### Met1 routing, run 1

Scale: 2 px per um. Supply wires on this layer in gray. Cells faint in the background.
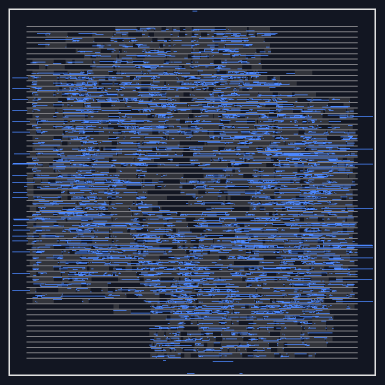
### The metal 2 layer, run 1

Scale: 2 px per um.
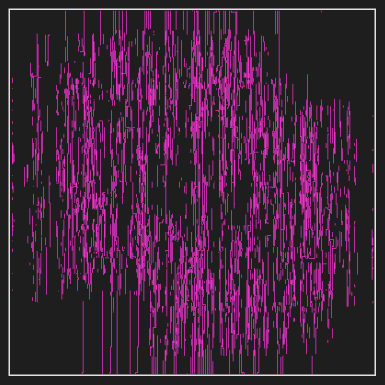
### Signal wires on met3, run 1

Scale: 3 px per um. Cells faint in the background.
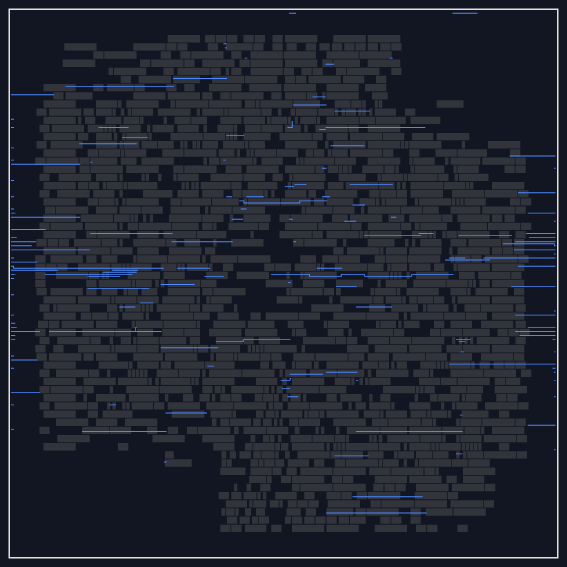
### The metal 4 layer, run 1

Scale: 2 px per um. Supply wires on this layer in gray. Cells faint in the background.
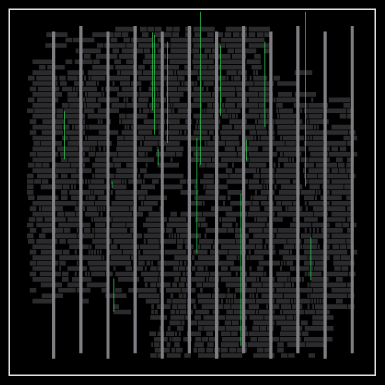
<file path="src/rtl/la_word_serializer_if.sv">
// la_word_serializer_if: word input handshake and paced serial output of the word serializer
interface la_word_serializer_if #(parameter int WIDTH = 128, parameter int DEPTH = 2);
  logic [WIDTH-1:0] in_data;
  logic in_valid;
  logic in_ready;
  logic ser_en;
  logic ser_out;
  logic ser_frame;
  logic [$clog2(DEPTH+1)-1:0] fifo_level;
  modport master (output in_data, in_valid, ser_en, input in_ready, ser_out, ser_frame, fifo_level);
  modport slave (input in_data, in_valid, ser_en, output in_ready, ser_out, ser_frame, fifo_level);
endinterface

</file>
<file path="src/rtl/la_word_serializer.sv">
// la_word_serializer: FIFO-buffered wide words returned as a framed MSB-first serial stream
module la_word_serializer #(parameter int WIDTH = 128, parameter int DEPTH = 2) (
  input logic wb_clk_i,
  input logic wb_rst_i,
  la_word_serializer_if.slave bus
);
  localparam int LW = $clog2(DEPTH+1);
  localparam int PW = $clog2(DEPTH);
  localparam int CW = $clog2(WIDTH);
  typedef enum logic {IDLE, SHIFT} state_t;
  state_t state_q, state_d;
  logic [WIDTH-1:0] mem_q [DEPTH];
  logic [PW-1:0] wptr_q, rptr_q;
  logic [LW-1:0] level_q, level_d;
  logic [WIDTH-1:0] shreg_q, shreg_d;
  logic [CW-1:0] cnt_q, cnt_d;
  logic has, adv, last, push, pop;
  assign bus.in_ready = level_q < LW'(DEPTH);
  assign bus.ser_frame = state_q == SHIFT;
  assign bus.ser_out = bus.ser_frame && shreg_q[WIDTH-1];
  assign bus.fifo_level = level_q;
  always_comb begin
    has = level_q != '0;
    adv = state_q == SHIFT && bus.ser_en;
    last = cnt_q == CW'(WIDTH-1);
    push = bus.in_valid && bus.in_ready;
    pop = has && (state_q == IDLE || (adv && last));
    state_d = state_q == IDLE ? (has ? SHIFT : IDLE) : (adv && last && !has ? IDLE : SHIFT);
    level_d = level_q + LW'(push) - LW'(pop);
    shreg_d = pop ? mem_q[rptr_q] : adv ? shreg_q << 1 : shreg_q;
    cnt_d = pop ? '0 : (adv && !last) ? cnt_q + CW'(1) : cnt_q;
  end
  // storage needs no reset: pointers and level define which entries are live
  always_ff @(posedge wb_clk_i) begin
    if (push) mem_q[wptr_q] <= bus.in_data;
  end
  always_ff @(posedge wb_clk_i) begin
    if (wb_rst_i) begin
      state_q <= IDLE;
      wptr_q <= '0;
      rptr_q <= '0;
      level_q <= '0;
      shreg_q <= '0;
      cnt_q <= '0;
    end else begin
      state_q <= state_d;
      wptr_q <= push ? wptr_q + PW'(1) : wptr_q;
      rptr_q <= pop ? rptr_q + PW'(1) : rptr_q;
      level_q <= level_d;
      shreg_q <= shreg_d;
      cnt_q <= cnt_d;
    end
  end
endmodule

</file>
<file path="src/flat_wrapper.sv">
// flat-port wrapper written by rule: the top's interface ports become plain ports
module la_word_serializer_flat 
#(parameter int WIDTH = 128, parameter int DEPTH = 2)
  (wb_clk_i, wb_rst_i, bus_in_data, bus_in_valid, bus_ser_en, bus_in_ready, bus_ser_out, bus_ser_frame, bus_fifo_level);
  la_word_serializer_if #(.WIDTH(WIDTH), .DEPTH(DEPTH)) bus_i ();
  input logic wb_clk_i;
  input logic wb_rst_i;
  input wire logic [$bits(bus_i.in_data)-1:0] bus_in_data;
  input wire logic [$bits(bus_i.in_valid)-1:0] bus_in_valid;
  input wire logic [$bits(bus_i.ser_en)-1:0] bus_ser_en;
  output wire logic [$bits(bus_i.in_ready)-1:0] bus_in_ready;
  output wire logic [$bits(bus_i.ser_out)-1:0] bus_ser_out;
  output wire logic [$bits(bus_i.ser_frame)-1:0] bus_ser_frame;
  output wire logic [$bits(bus_i.fifo_level)-1:0] bus_fifo_level;
  assign bus_i.in_data = bus_in_data;
  assign bus_i.in_valid = bus_in_valid;
  assign bus_i.ser_en = bus_ser_en;
  assign bus_in_ready = bus_i.in_ready;
  assign bus_ser_out = bus_i.ser_out;
  assign bus_ser_frame = bus_i.ser_frame;
  assign bus_fifo_level = bus_i.fifo_level;
  la_word_serializer #(.WIDTH(WIDTH), .DEPTH(DEPTH)) u_core (.wb_clk_i(wb_clk_i), .wb_rst_i(wb_rst_i), .bus(bus_i));
endmodule
</file>
<file path="config.mk">
export PLATFORM = sky130hd
export DESIGN_NAME = la_word_serializer_flat
export DESIGN_NICKNAME = d
export VERILOG_FILES = /design/src/rtl/la_word_serializer_if.sv /design/src/rtl/la_word_serializer.sv /design/src/flat_wrapper.sv
export SDC_FILE = /design/constraint.sdc
export NUM_CORES = 1
export LEC_CHECK = 0
export CAP_MARGIN = 15
export CORE_MARGIN = 8
export CORE_UTILIZATION = 57
export CTS_CLUSTER_SIZE = 14
export DETAILED_ROUTE_END_ITERATION = 10
export PLACE_DENSITY = 0.87
export SLEW_MARGIN = 0
export SYNTH_ARGS = -nofsm -noshare
export SYNTH_HDL_FRONTEND = slang
export SYNTH_SLANG_ARGS = --single-unit
</file>
<file path="constraint.sdc">
create_clock -name wb_clk_i -period 9 [get_ports wb_clk_i]
set_input_delay 0.9 -clock wb_clk_i [delete_from_list [all_inputs] [get_ports wb_clk_i]]
set_output_delay 0.9 -clock wb_clk_i [all_outputs]
set_load 0.005 [all_outputs]
</file>
==> Slide: Implementation Results, run 1 <==
Key Metrics from the Run

Status
  • Outcome: completed

Cells and area
  • Nets: 1291
  • Largest register by flop count: u_core.mem_q
  • Largest register FFs: 256

Yosys
  • Yosys cell count: 1039
  • Syn Inst Count: 1039
  • Post-synthesis cell type count: 38
  • Synth cell count leaders: nor2_1, edfxtp_1, dfxtp_1
  • Yosys stat chip area: 0.0158 sq mm

CTS
  • H-tree levels: 2
  • Clock Path Buffers: 3
  • Clk ins delay skew pair: 0.52 ns
  • Post-CTS Setup Repair Bufs: 0
  • CTS tree: built
  • Number of buffers inserted by hold repair at cts: 0

Job
  • Log Warnings: 28
  • # Max-Cap Violations: 0

Worst setup path
  • CP startpoint kind: input port
  • Flop2flop setup slack: roughly 6.2 ns
  • Crit-path cells: clkdlybuf4s50_1 > nor2b_1 > nor2b_4 > buf_4 > buf_4
  • Crit path capture: u_core.mem_q[0][70]$_DFFE_PP_
  • CP top delay family: buffers and inverters
  • Arr. time, crit path: 3.44 ns

Floorplan
  • Die ar.: 0.0332 sq mm
  • Core Box Area: ~0.027 sq mm
  • Starting Density: 57.4%
  • Chip Width: 182 um

Final timing
  • Max_slew headroom: 17.3%
  • Setup violations, final: 0
  • RSZ-0062 raised after global routing: false

Drt
  • DR vias/cell: 5.73
  • Drt first pass iters: 5

Global routing
  • Largest net degree at the start of global routing: ~140
  • Initial antenna violation count: 3

Hold path
  • Hold Path End: u_core.shreg_q[78]$_SDFFE_PP0P_
  • Min-delay src: u_core.shreg_q[78]$_SDFFE_PP0P_

Place
  • Pre-CTS setup slack: 5.14 ns
Notes on 'Met1 routing' above:
share of all routed wire: 41%
nets with wire on the layer: 1216
longest straight run: 51.5 um
wire length on this layer: 12100 um

Notes on 'The metal 2 layer' above:
wire length on this layer: 15700 um
longest straight run: 59.8 um
WL final: 29700 um
met2 Resource Use GR: 31.7%
via count: 8795

Notes on 'Signal wires on met3' above:
wire length on this layer: 1330 um
main direction: horizontal
longest straight run: 49.9 um
nets with wire on the layer: 103

Notes on 'The metal 4 layer' above:
longest straight run: 87.0 um
nets with wire on the layer: 11
main direction: vertical
wire length on this layer: 593 um

-- run 1: layer usage --
| metal | global-route usage [%] | wire [um] |
|---|---|---|
| met4 | 5.35 | 592 |
| met3 | 3.50 | 1330 |
| met5 | 0 | 13 |
| met1 | 21.2 | 12100 |
| met2 | 31.7 | 15700 |
-- run 1: through the flow --
stage,cells,util (%),hold slack [ns],cell area (sq um)
after floorplan,1039,-,0.478,15800
after global placement,1460,63.0,0.477,17300
after detailed placement,1460,63.0,0.493,17300
after CTS,1533,67.8,0.499,18600
after global routing,1535,67.8,0.523,18600
final,1535,67.8,0.504,18600
-- run 1: power by group --
part	internal, W	switching (W)
registers	0.00240	0.000208
logic	0.000642	0.00103
clock network	0.000980	0.000660
-- run 1: worst reg2reg max path: stages, from the launching register on --
cell and delay [ns]:
dfxtp_1 0.34, nor2b_1 0.29, nor2b_4 0.20, buf_4 0.53, buf_4 1.02
-- run 1: cells by family (layout without fill, tap and decap cells) --
group | count (synthesis) | count (layout) | share of synthesized area, %
DFF | 397 | 397 | 66.7
and+or+nand+nor | 286 | 286 | 7.19
AOI/OAI and AO/OA | 141 | 141 | 14.8
muxes | 129 | 129 | 8.19
buffers and inverters | 77 | 225 | 2.53
xor gates and xnor gates | 6 | 6 | 0.333
adders and majority gates | 3 | 3 | 0.238
other | 0 | 2 | 0
-- run 1: final cells by class --
| type | instances | area [sq um] |
|---|---|---|
| flip-flops and latches | 397 | 10500 |
| fillers | 1862 | 8840 |
| multi-input cells | 565 | 4890 |
| repair buffers | 147 | 1460 |
| clock buffers | 47 | 1050 |
| well taps | 346 | 433 |
| clock inverters | 26 | 269 |
| inverters | 5 | 18.8 |
| diodes | 2 | 5.00 |
### Track usage over the die, run 1

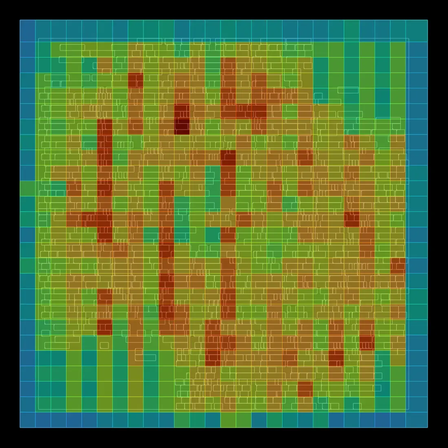

==> run 2, diff against run 1 <==
--- a/config.mk
+++ b/config.mk
@@ -7,10 +7,10 @@
 export LEC_CHECK = 0
 export CAP_MARGIN = 15
 export CORE_MARGIN = 8
-export CORE_UTILIZATION = 57
+export CORE_UTILIZATION = 52
 export CTS_CLUSTER_SIZE = 14
 export DETAILED_ROUTE_END_ITERATION = 10
-export PLACE_DENSITY = 0.87
+export PLACE_DENSITY = 0.84
 export SLEW_MARGIN = 0
 export SYNTH_ARGS = -nofsm -noshare
 export SYNTH_HDL_FRONTEND = slang
==> constraint.sdc (replaced) <==
create_clock -name wb_clk_i -period 2.7 [get_ports wb_clk_i]
set_input_delay 0.27 -clock wb_clk_i [delete_from_list [all_inputs] [get_ports wb_clk_i]]
set_output_delay 0.27 -clock wb_clk_i [all_outputs]
set_load 0.005 [all_outputs]
### Track usage over the die, run 2

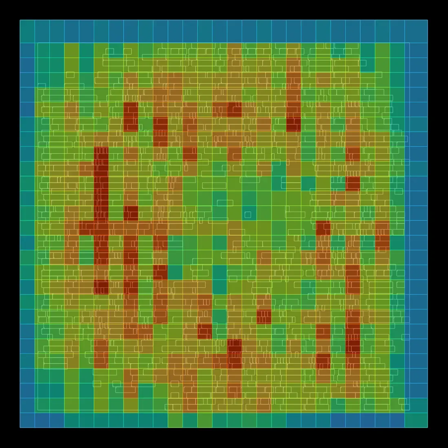
met1 Use GR: 20.8%
M3 GR Usage: 3.02%
met2 Resource Use GR: 28.1%

==> run 2 against run 1 <==
  * Synthesized cell count unchanged
  * Worst hold slack got worse by 0.27 ns
  * Via count shrank 0.44%
  * Sequential share of layout area decreased by 1.1 points
  * Final cell count rose by 3.6%
  * Largest cell class unchanged
  * Highest routed layer is now met4
==> Slide: Implementation Results, run 2 <==
Key Metrics from the Run

Global routing
  • Largest net degree at the start of global routing: 87 (was 135)
  • Initial antenna violation count: 1 (was 3)

Status
  • Outcome: completed (unchanged)

Worst setup path
  • CP startpoint kind: flop (was input port)

Cells and area
  • # fillers: 2068 (was 1862)
  • Final Non-Filler Cells: 1591 (was 1535)
  • Largest register by flop count: u_core.mem_q (unchanged)
  • Cell area after layout: 0.0190 sq mm (was 0.0186 sq mm)
  • Fraction of area in multi-input gates: 25.7% (was 26.2%)
  • Largest register FFs: 256 (unchanged)
  • Util after Layout: 64.0% (was 67.8%)
  • Signal buf overhead: 9.07% (was 7.84%)
  • FF/Latch Area: 0.0105 sq mm (about the same)
  • Nets: 1302 (was 1291)

Yosys
  • Yosys cell count: 1039 (unchanged)
  • Yosys stat chip area: 0.0158 sq mm (unchanged)
  • Adder Area Share: 0.238% (unchanged)
  • Simple Share, Synth: 7.19% (unchanged)
  • Synth cell count leaders: nor2_1, edfxtp_1, dfxtp_1 (unchanged)
  • Syn Inst Count: 1039 (unchanged)

Final timing
  • Setup violations, final: 0 (unchanged)
  • RSZ-0062 raised after global routing: false (unchanged)

Floorplan
  • TAP cells: 390 (was 346)
  • Die ar.: 0.0361 sq mm (was 0.0332 sq mm)

Drt
  • Top sig layer: met4 (was met5)
  • WL final: 29600 um (was 29700 um)
  • Met3 wire length: 1300 um (was 1330 um)
### Met1 routing, run 2

Scale: 2 px per um. Supply wires on this layer in gray. Cells faint in the background.
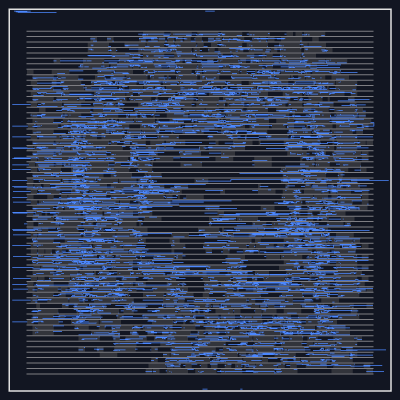
longest straight run: 44.2 um
main direction: horizontal
nets with wire on the layer: 1221

[run 2: cell count changes in the layout (fill, tap and decap cells not counted), sizes merged]
| cell | delta |
|---|---|
| clkinv | -10 |
| clkinvlp | +2 |
| diode | -1 |
| clkbuf | +11 |
| buf | +10 |
[run 2: how the worst min path moves through the flow]
stage	from	endpoint	slack, ns	cells past startpoint
after global placement	u_core.shreg_q[82]$_SDFFE_PP0P_	u_core.shreg_q[82]$_SDFFE_PP0P_	0.49	2
final	wb_rst_i	u_core.bus.fifo_level[1]$_SDFF_PP0_	0.23	2
after CTS	wb_rst_i	u_core.wptr_q$_SDFFE_PP0P_	0.20	2
after detailed placement	u_core.rptr_q$_SDFFE_PP0P_	flop	0.50	2
after global routing	wb_rst_i	u_core.wptr_q$_SDFFE_PP0P_	0.24	2
after floorplan	bus_in_data[0]	u_core.mem_q[0][0]$_DFFE_PP_	0.37	0
[run 2: kinds of logic after synthesis]
| family | Yosys count |
|---|---|
| buffers and inverters | 77 |
| and+or+nand+nor | 286 |
| muxes | 129 |
| xor gates and xnor gates | 6 |
| AOI/OAI and AO/OA | 141 |
| DFF | 397 |
| adders and majority gates | 3 |
[run 2: through the flow]
stage / TNS, ns / total power, W / worst slack, ns
6_report: 0 / 0.0202 / 0.393
3_3_place_gp: 0 / 0.0144 / 0.378
2_1_floorplan: -21.13 / 0.0132 / -0.165
4_1_cts: 0 / 0.0204 / 0.378
5_1_grt: 0 / 0.0213 / 0.255
3_5_place_dp: 0 / 0.0147 / 0.310
[run 2: power breakdown]
| part | total, W | switching (W) | internal, W |
|---|---|---|---|
| clock network | 0.00569 | 0.00223 | 0.00346 |
| registers | 0.00868 | 0.000679 | 0.00800 |
| logic | 0.00584 | 0.00352 | 0.00232 |
==> run 3, diff against run 2 <==
--- a/config.mk
+++ b/config.mk
@@ -11,6 +11,7 @@
 export CTS_CLUSTER_SIZE = 14
 export DETAILED_ROUTE_END_ITERATION = 10
 export PLACE_DENSITY = 0.84
+export SKIP_LAST_GASP = 1
 export SLEW_MARGIN = 0
 export SYNTH_ARGS = -nofsm -noshare
 export SYNTH_HDL_FRONTEND = slang
### Signal wires on met3, run 3

Scale: 3 px per um. Cells faint in the background.
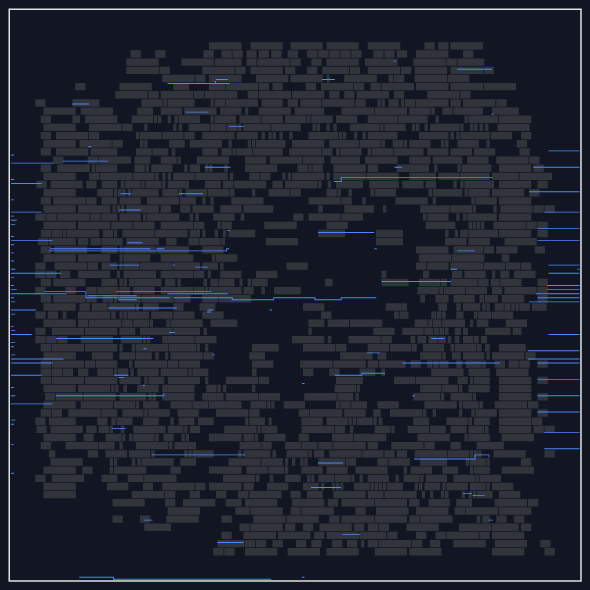
wire length on this layer: 1300 um
main direction: horizontal

### The metal 2 layer, run 3

Scale: 2 px per um.
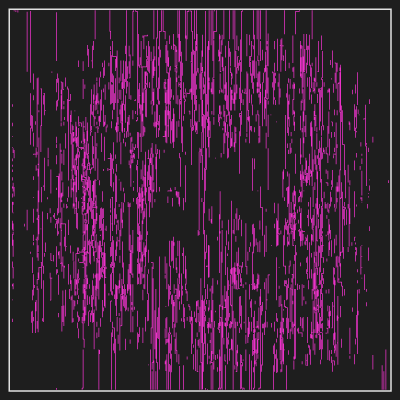
main direction: vertical
share of all routed wire: 50%
longest straight run: 78.5 um
via count: 8756
WL final: 29600 um

==> run 3 against run 2 <==
  * Combinational power is essentially flat
  * Clock power about the same
  * First-iteration DRC count is the same
  * Power unchanged
  * Routed wire length unchanged
  * Sequential share of layout area did not move
  * Clock skew did not move
  * Clock-buffer cell count stayed put
  * Non-clock buffer count unchanged
  * Die size unchanged
  * Sequential power is essentially flat
==> Slide: Implementation Results, run 3 <==
Key Metrics from the Run

Cells and area
  • Largest register by flop count: u_core.mem_q (unchanged)
  • Largest register FFs: 256 (unchanged)
  • # fillers: 2068 (unchanged)

Worst setup path
  • CP startpoint kind: flop (unchanged)
  • Crit-path cells: ha_1 > nand4_2 > o21a_1 > nor2_4 > buf_12 > buf_4 > a2111oi_4 (unchanged)

Job
  • # Max-Cap Violations: 0 (unchanged)
  • Log Warnings: 27 (unchanged)

Global routing
  • Largest net degree at the start of global routing: 87 (unchanged)
  • M3 GR Usage: 3.02% (unchanged)
  • Met1 Use GR: 20.8% (unchanged)

Drt
  • Wire length on met2: 14800 um (unchanged)
  • Top sig layer: met4 (unchanged)
  • Wl on met1: 13000 um (unchanged)
  • Met3 wire length: 1300 um (unchanged)

Yosys
  • Yosys cell count: 1039 (unchanged)
  • Yosys stat chip area: 0.0158 sq mm (unchanged)
  • Post-synthesis cell type count: 38 (unchanged)

Status
  • Outcome: completed (unchanged)

Floorplan
  • Starting Density: 53.0% (unchanged)
  • Core Box Area: 0.0297 sq mm (unchanged)

CTS
  • H-tree levels: 2 (unchanged)
  • Post-CTS Setup Repair Bufs: 0 (unchanged)

Final timing
  • Fin Setup TNS: 0 ns (unchanged)
  • RSZ-0062 raised after global routing: false (unchanged)

Pwr
  • Part of the power in combinational logic: 28.9% (about the same)
  • Sequential share of power: 42.9% (about the same)
## run 3: worst paths after layout
path                              startpoint  cells after the start  slack [ns]                                  end
max             u_core.cnt_q[1]$_SDFFE_PP0P_                      7        0.39      u_core.shreg_q[61]$_SDFFE_PP0P_
min                                 wb_rst_i                      2        0.23  u_core.bus.fifo_level[1]$_SDFF_PP0_
max reg2reg     u_core.cnt_q[1]$_SDFFE_PP0P_                      7        0.39      u_core.shreg_q[61]$_SDFFE_PP0P_
min reg2reg  u_core.shreg_q[84]$_SDFFE_PP0P_                      2        0.50      u_core.shreg_q[84]$_SDFFE_PP0P_
## run 3: through the flow
stage                     total power (W)  cells  instance area, sq um  setup slack [ns]  hold WS, ns
final                              0.0202   1591                 19000             0.393        0.233
after global routing               0.0213   1591                 19000             0.255        0.243
after CTS                          0.0204   1590                 19000             0.378        0.201
after detailed placement           0.0147   1514                 17600             0.310        0.498
after global placement             0.0144   1514                 17600             0.378        0.488
after floorplan                    0.0132   1039                 15800            -0.165        0.369
## run 3: cells by family (layout without fill, tap and decap cells)
| logic type | after synthesis | after routing | synth area share (%) |
|---|---|---|---|
| AND/OR/NAND/NOR | 286 | 286 | 7.19 |
| multiplexers | 129 | 129 | 8.19 |
| XOR/XNOR | 6 | 6 | 0.333 |
| flip-flops | 397 | 397 | 66.7 |
| other | 0 | 1 | 0 |
| AND-OR/OR-AND | 141 | 141 | 14.8 |
| buffers and inverters | 77 | 238 | 2.53 |
| adder cells (fa/ha/maj) | 3 | 3 | 0.238 |
## run 3: area by class of cell
class                           instances  area share [%]
Tap cell                              390            2.57
Sequential cell                       397            55.3
Timing Repair Buffer                  157            9.07
Inverter                                5          0.0987
Antenna cell                            1          0.0132
Clock buffer                           58            6.06
Multi-Input combinational cell        565            25.7
Clock inverter                         18            1.17
Power figures rest on the tool's default switching activity, not on a simulated workload.
